### Cell classes on the final placement

Drawn at 4 px/µm. Fill, decap, tap and diode cells in grey.
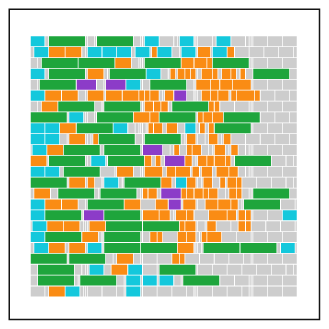
### Clock wiring as the flow saved it

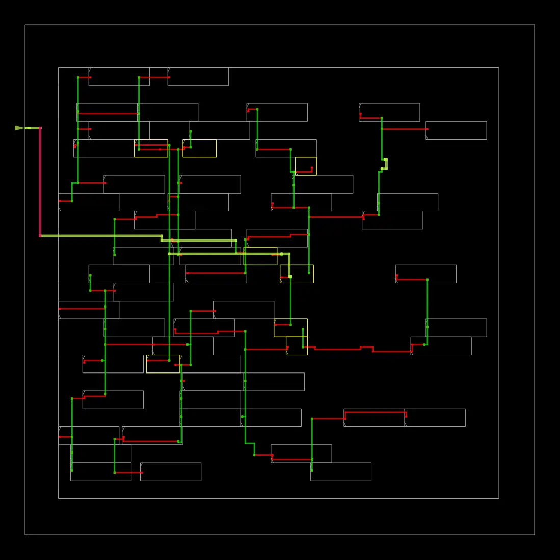
### Cell area per tile

Drawn at 4 px/µm. 8 x 8 tiles, from black (low) to pale yellow (high), 0 to 100% covered.
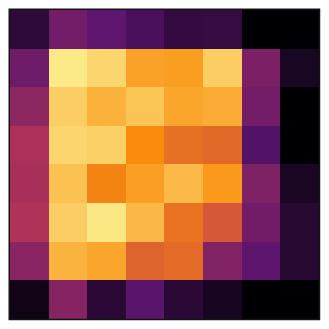
### A small window of the routed layout

Region (26, 26) to (51, 51) µm. Cells in grey, sequential cells in the stronger grey; small squares are vias.
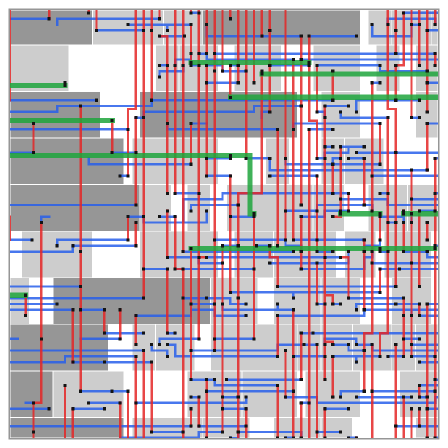
File: config.mk
export PLATFORM = sky130hd
export DESIGN_NAME = bip_prog_loader
export DESIGN_NICKNAME = d
export VERILOG_FILES = /design/src/rtl/bip_pkg.sv /design/src/rtl/bip_prog_loader.sv
export SDC_FILE = /design/constraint.sdc
export NUM_CORES = 1
export LEC_CHECK = 0
export CORE_MARGIN = 5
export CORE_UTILIZATION = 52
export CTS_CLUSTER_SIZE = 14
export DETAILED_ROUTE_END_ITERATION = 12
export PLACE_DENSITY = 0.85
export RECOVER_POWER = 50
export SYNTH_ARGS = -nofsm -noshare
export SYNTH_HDL_FRONTEND = slang
export SYNTH_SLANG_ARGS = --single-unit
File: constraint.sdc
create_clock -name i_clk -period 3.7 [get_ports i_clk]
set_input_delay 0.74 -clock i_clk [delete_from_list [all_inputs] [get_ports i_clk]]
set_output_delay 0.74 -clock i_clk [all_outputs]
set_load 0.005 [all_outputs]
File: src/rtl/bip_pkg.sv
// Shared constants and loader state encoding for the BIP program loader.
// LOADER_CHECKSUM_EN adds the WAIT_CK state.
package bip_pkg;
  localparam int NB_INSTRUC = 16;
  localparam int NB_OPCODE  = 5;
  localparam int NB_ADDR    = 11;

  localparam logic [NB_OPCODE-1:0] OP_HALT = '0;

  typedef enum logic [2:0] {
    ST_IDLE    = 3'd0,
    ST_WAIT_HI = 3'd1,
    ST_WAIT_LO = 3'd2,
`ifdef LOADER_CHECKSUM_EN
    ST_WAIT_CK = 3'd4,
`endif
    ST_DONE    = 3'd3
  } ldr_state_e;
endpackage

File: src/rtl/bip_prog_loader.sv
// Assembles byte pairs from a UART into instruction words and writes them to program memory.
// Optional LOADER_CHECKSUM_EN: trailing XOR checksum byte after HALT, reported on o_cksum_err.
module bip_prog_loader #(
  parameter int NB_INSTRUC = bip_pkg::NB_INSTRUC,
  parameter int NB_OPCODE  = bip_pkg::NB_OPCODE,
  parameter int NB_ADDR    = bip_pkg::NB_ADDR,
  parameter int RAM_DEPTH  = 2048
) (
  input  logic                  i_clk,
  input  logic                  i_rst,
  input  logic                  i_start,
  input  logic [7:0]            i_rx_data,
  input  logic                  i_rx_done,
  output logic                  o_wr_en,
  output logic [NB_ADDR-1:0]    o_wr_addr,
  output logic [NB_INSTRUC-1:0] o_wr_data,
  output logic                  o_busy,
  output logic                  o_done,
`ifdef LOADER_CHECKSUM_EN
  output logic                  o_cksum_err,
`endif
  output logic                  o_overflow
);

  bip_pkg::ldr_state_e state_q;

  logic [NB_ADDR-1:0]    cnt_q;
  logic [7:0]            hi_q;
  logic                  wr_en_q, busy_q, done_q, ovf_q;
  logic [NB_ADDR-1:0]    wr_addr_q;
  logic [NB_INSTRUC-1:0] wr_data_q;
`ifdef LOADER_CHECKSUM_EN
  logic [7:0]            xor_q;
  logic                  cksum_err_q;
`endif

  logic [NB_INSTRUC-1:0] word_d;
  logic                  halt_d, last_d;

  assign word_d = NB_INSTRUC'({hi_q, i_rx_data});
  assign halt_d = (word_d[NB_INSTRUC-1 -: NB_OPCODE] == NB_OPCODE'(bip_pkg::OP_HALT));
  assign last_d = (cnt_q == NB_ADDR'(RAM_DEPTH - 1));

  always_ff @(posedge i_clk or posedge i_rst) begin
    if (i_rst) begin
      state_q   <= bip_pkg::ST_IDLE;
      cnt_q     <= '0;
      hi_q      <= '0;
      wr_en_q   <= 1'b0;
      wr_addr_q <= '0;
      wr_data_q <= '0;
      busy_q    <= 1'b0;
      done_q    <= 1'b0;
      ovf_q     <= 1'b0;
`ifdef LOADER_CHECKSUM_EN
      xor_q       <= '0;
      cksum_err_q <= 1'b0;
`endif
    end else begin
      wr_en_q <= 1'b0;
      case (state_q)
        bip_pkg::ST_IDLE, bip_pkg::ST_DONE: begin
          if (i_start) begin
            state_q <= bip_pkg::ST_WAIT_HI;
            cnt_q   <= '0;
            ovf_q   <= 1'b0;
            busy_q  <= 1'b1;
            done_q  <= 1'b0;
`ifdef LOADER_CHECKSUM_EN
            xor_q       <= '0;
            cksum_err_q <= 1'b0;
`endif
          end
        end
        bip_pkg::ST_WAIT_HI: begin
          if (i_rx_done) begin
            hi_q    <= i_rx_data;
            state_q <= bip_pkg::ST_WAIT_LO;
`ifdef LOADER_CHECKSUM_EN
            xor_q   <= xor_q ^ i_rx_data;
`endif
          end
        end
        bip_pkg::ST_WAIT_LO: begin
          if (i_rx_done) begin
            wr_en_q   <= 1'b1;
            wr_data_q <= word_d;
            wr_addr_q <= cnt_q;
`ifdef LOADER_CHECKSUM_EN
            xor_q     <= xor_q ^ i_rx_data;
`endif
            // Counter parks at the last address instead of wrapping.
            if (!last_d) cnt_q <= cnt_q + 1'b1;
            if (halt_d) begin
`ifdef LOADER_CHECKSUM_EN
              state_q <= bip_pkg::ST_WAIT_CK;
`else
              state_q <= bip_pkg::ST_DONE;
              busy_q  <= 1'b0;
              done_q  <= 1'b1;
`endif
            end else if (last_d) begin
              state_q <= bip_pkg::ST_DONE;
              busy_q  <= 1'b0;
              done_q  <= 1'b1;
              ovf_q   <= 1'b1;
            end else begin
              state_q <= bip_pkg::ST_WAIT_HI;
            end
          end
        end
`ifdef LOADER_CHECKSUM_EN
        bip_pkg::ST_WAIT_CK: begin
          if (i_rx_done) begin
            cksum_err_q <= (i_rx_data != xor_q);
            state_q     <= bip_pkg::ST_DONE;
            busy_q      <= 1'b0;
            done_q      <= 1'b1;
          end
        end
`endif
        default: begin
          state_q <= bip_pkg::ST_IDLE;
          busy_q  <= 1'b0;
          done_q  <= 1'b0;
        end
      endcase
    end
  end

  assign o_wr_en    = wr_en_q;
  assign o_wr_addr  = wr_addr_q;
  assign o_wr_data  = wr_data_q;
  assign o_busy     = busy_q;
  assign o_done     = done_q;
  assign o_overflow = ovf_q;
`ifdef LOADER_CHECKSUM_EN
  assign o_cksum_err = cksum_err_q;
`endif

endmodule

==> run summary <==
Implementation numbers.

- The tally of max-capacitance violations reads 1.
- The number of global-route vias before repair reads roughly 1800.
- The clock buffer and inverter area fraction after layout reads ~3.5%.
- The worst endpoint data arrival time is 2.65 ns.
- Measured on the final layout, buffering overhead outside the clock network stands at between 10% and 20%.
- The flow ran to the end, but the final reports show violations.
- The routed length on met2 is 2501 µm.
- The checks that failed: max-capacitance violations, max-slew violations.
- The sum of met3 wire segment lengths after detailed routing is 303 µm.
- The number of hold buffers added after CTS was 0.
- Per the gpl log, the routability congestion estimate is a little over 0.9.
- The buffers plus inverters on the worst setup path reads 2.
- In the setup report, the worst path falls into the class in2async.
- The share of the synthesized netlist area taken by xor and xnor gates is 0%.
- The switching power total is around 660 µW.
- Compared with the post-synthesis result, the final layout area differs by 23.25%.
- The number of placed cells counting well taps is around 290.
- The post-placement cell area is 2791 µm².
- The routed design has between 4000 and 5000 µm of wire.
- Of the total synthesized cell area, the portion taken by full adders, half adders and majority gates is approximately 1.6%.
- The post-place setup slack is between 0.9 and 1 ns.
- The number of buffers on the longest clock path reads 2.
- The count of clock buffers in the final design reads 6.
- The final max-slew violation count recorded for this run is 53.
- Gates resized during post-CTS repair numbered 0.
- Per report_power, the sequential group accounts for a little over two fifths of the total.
- The post-CTS setup buffer count is 0.
- Dividing the detail-routed wire length by the instance count gives between 15 and 20 µm.
- The clock root buffer is clkbuf_8.
- The fraction of the cycle the final worst path needs is 69.97%.
- The top power group reads registers.
- The mean post-synth cell area reads about 12 µm².
- During synthesis, Yosys emitted a total of 0 warnings.
- The leakage power is roughly 1.3 nW.
- The post-layout instance count excluding filler cells is between 200 and 300.
- The global router reports that the layer with the highest usage is met2.
- Across all checked pins, the minimum headroom to the slew limit is -26.53%.
- The final design area excluding fillers reads ~2900 µm².
- The clock network burns around 18% of the power.
- The switching portion of total power comes to 33.50%.
- The number of nets in the finished design is 257.
- STA classifies the critical path endpoint as an async pin.
- The number of flip-flops under the largest register name reads 16.
- The antenna diode instance count reads 0.
- The boundary pin count reads 43.
- The proportion of register bits with asynchronous set or reset after synthesis is 100.0%.
- The final-layout setup total negative slack is 0 ns.
- The initial DRC count is roughly 150.
-- 'Cell classes on the final placement' (at the start) --
colour	class	cells
orange	all other logic	139
cyan	other buffers and delay cells	44
purple	clock drivers and dummy loads	8
green	flip-flops	52
final core utilization: 66.41%
site row count: 24
proportion of cell area occupied by registers: 45.00%

-- 'Clock wiring as the flow saved it' (at the start) --
flop count: 52
cts bufs inserted: 5
power in the clock group: 350 µW

-- 'Cell area per tile' (at the start) --
nearly empty tiles	9.4%
densest ninth of the die	centre
fullest tile	95%
tiles over 75% full	33%
emptiest ninth of the die	lower right
Floorplan Core Area: 4354 µm²
floorplan-stage core utilization: 53.88%

-- 'A small window of the routed layout' (at the start) --
colour	layer
green	met3
blue	met1
red	met2
most frequent	dfrtp_1 (8), nand2_1 (6), nand4_1 (5)
sequential cells in the window	8
netlist names of flops here include	cnt_q (3), o_wr_addr (3)
cells with their middle in the window	54

[final timing paths]
path | to | from | slack, ns | depth (start not counted)
min reg2reg | o_wr_addr[6]$_DFFE_PP0P_ | o_wr_addr[6]$_DFFE_PP0P_ | 0.49 | 2
min | o_wr_addr[6]$_DFFE_PP0P_ | o_wr_addr[6]$_DFFE_PP0P_ | 0.49 | 2
max in group i_clk | cnt_q[4]$_DFFE_PP0P_ | i_rx_done | 1.19 | 5
min in group asynchronous | o_busy$_DFFE_PP0P_ | i_rst | 1.50 | 2
max | o_wr_data[3]$_DFFE_PP0P_ | i_rst | 1.11 | 2
max reg2reg | cnt_q[4]$_DFFE_PP0P_ | state_q[0]$_DFFE_PP0P_ | 1.30 | 6
Power figures rest on the tool's default switching activity, not on a simulated workload.
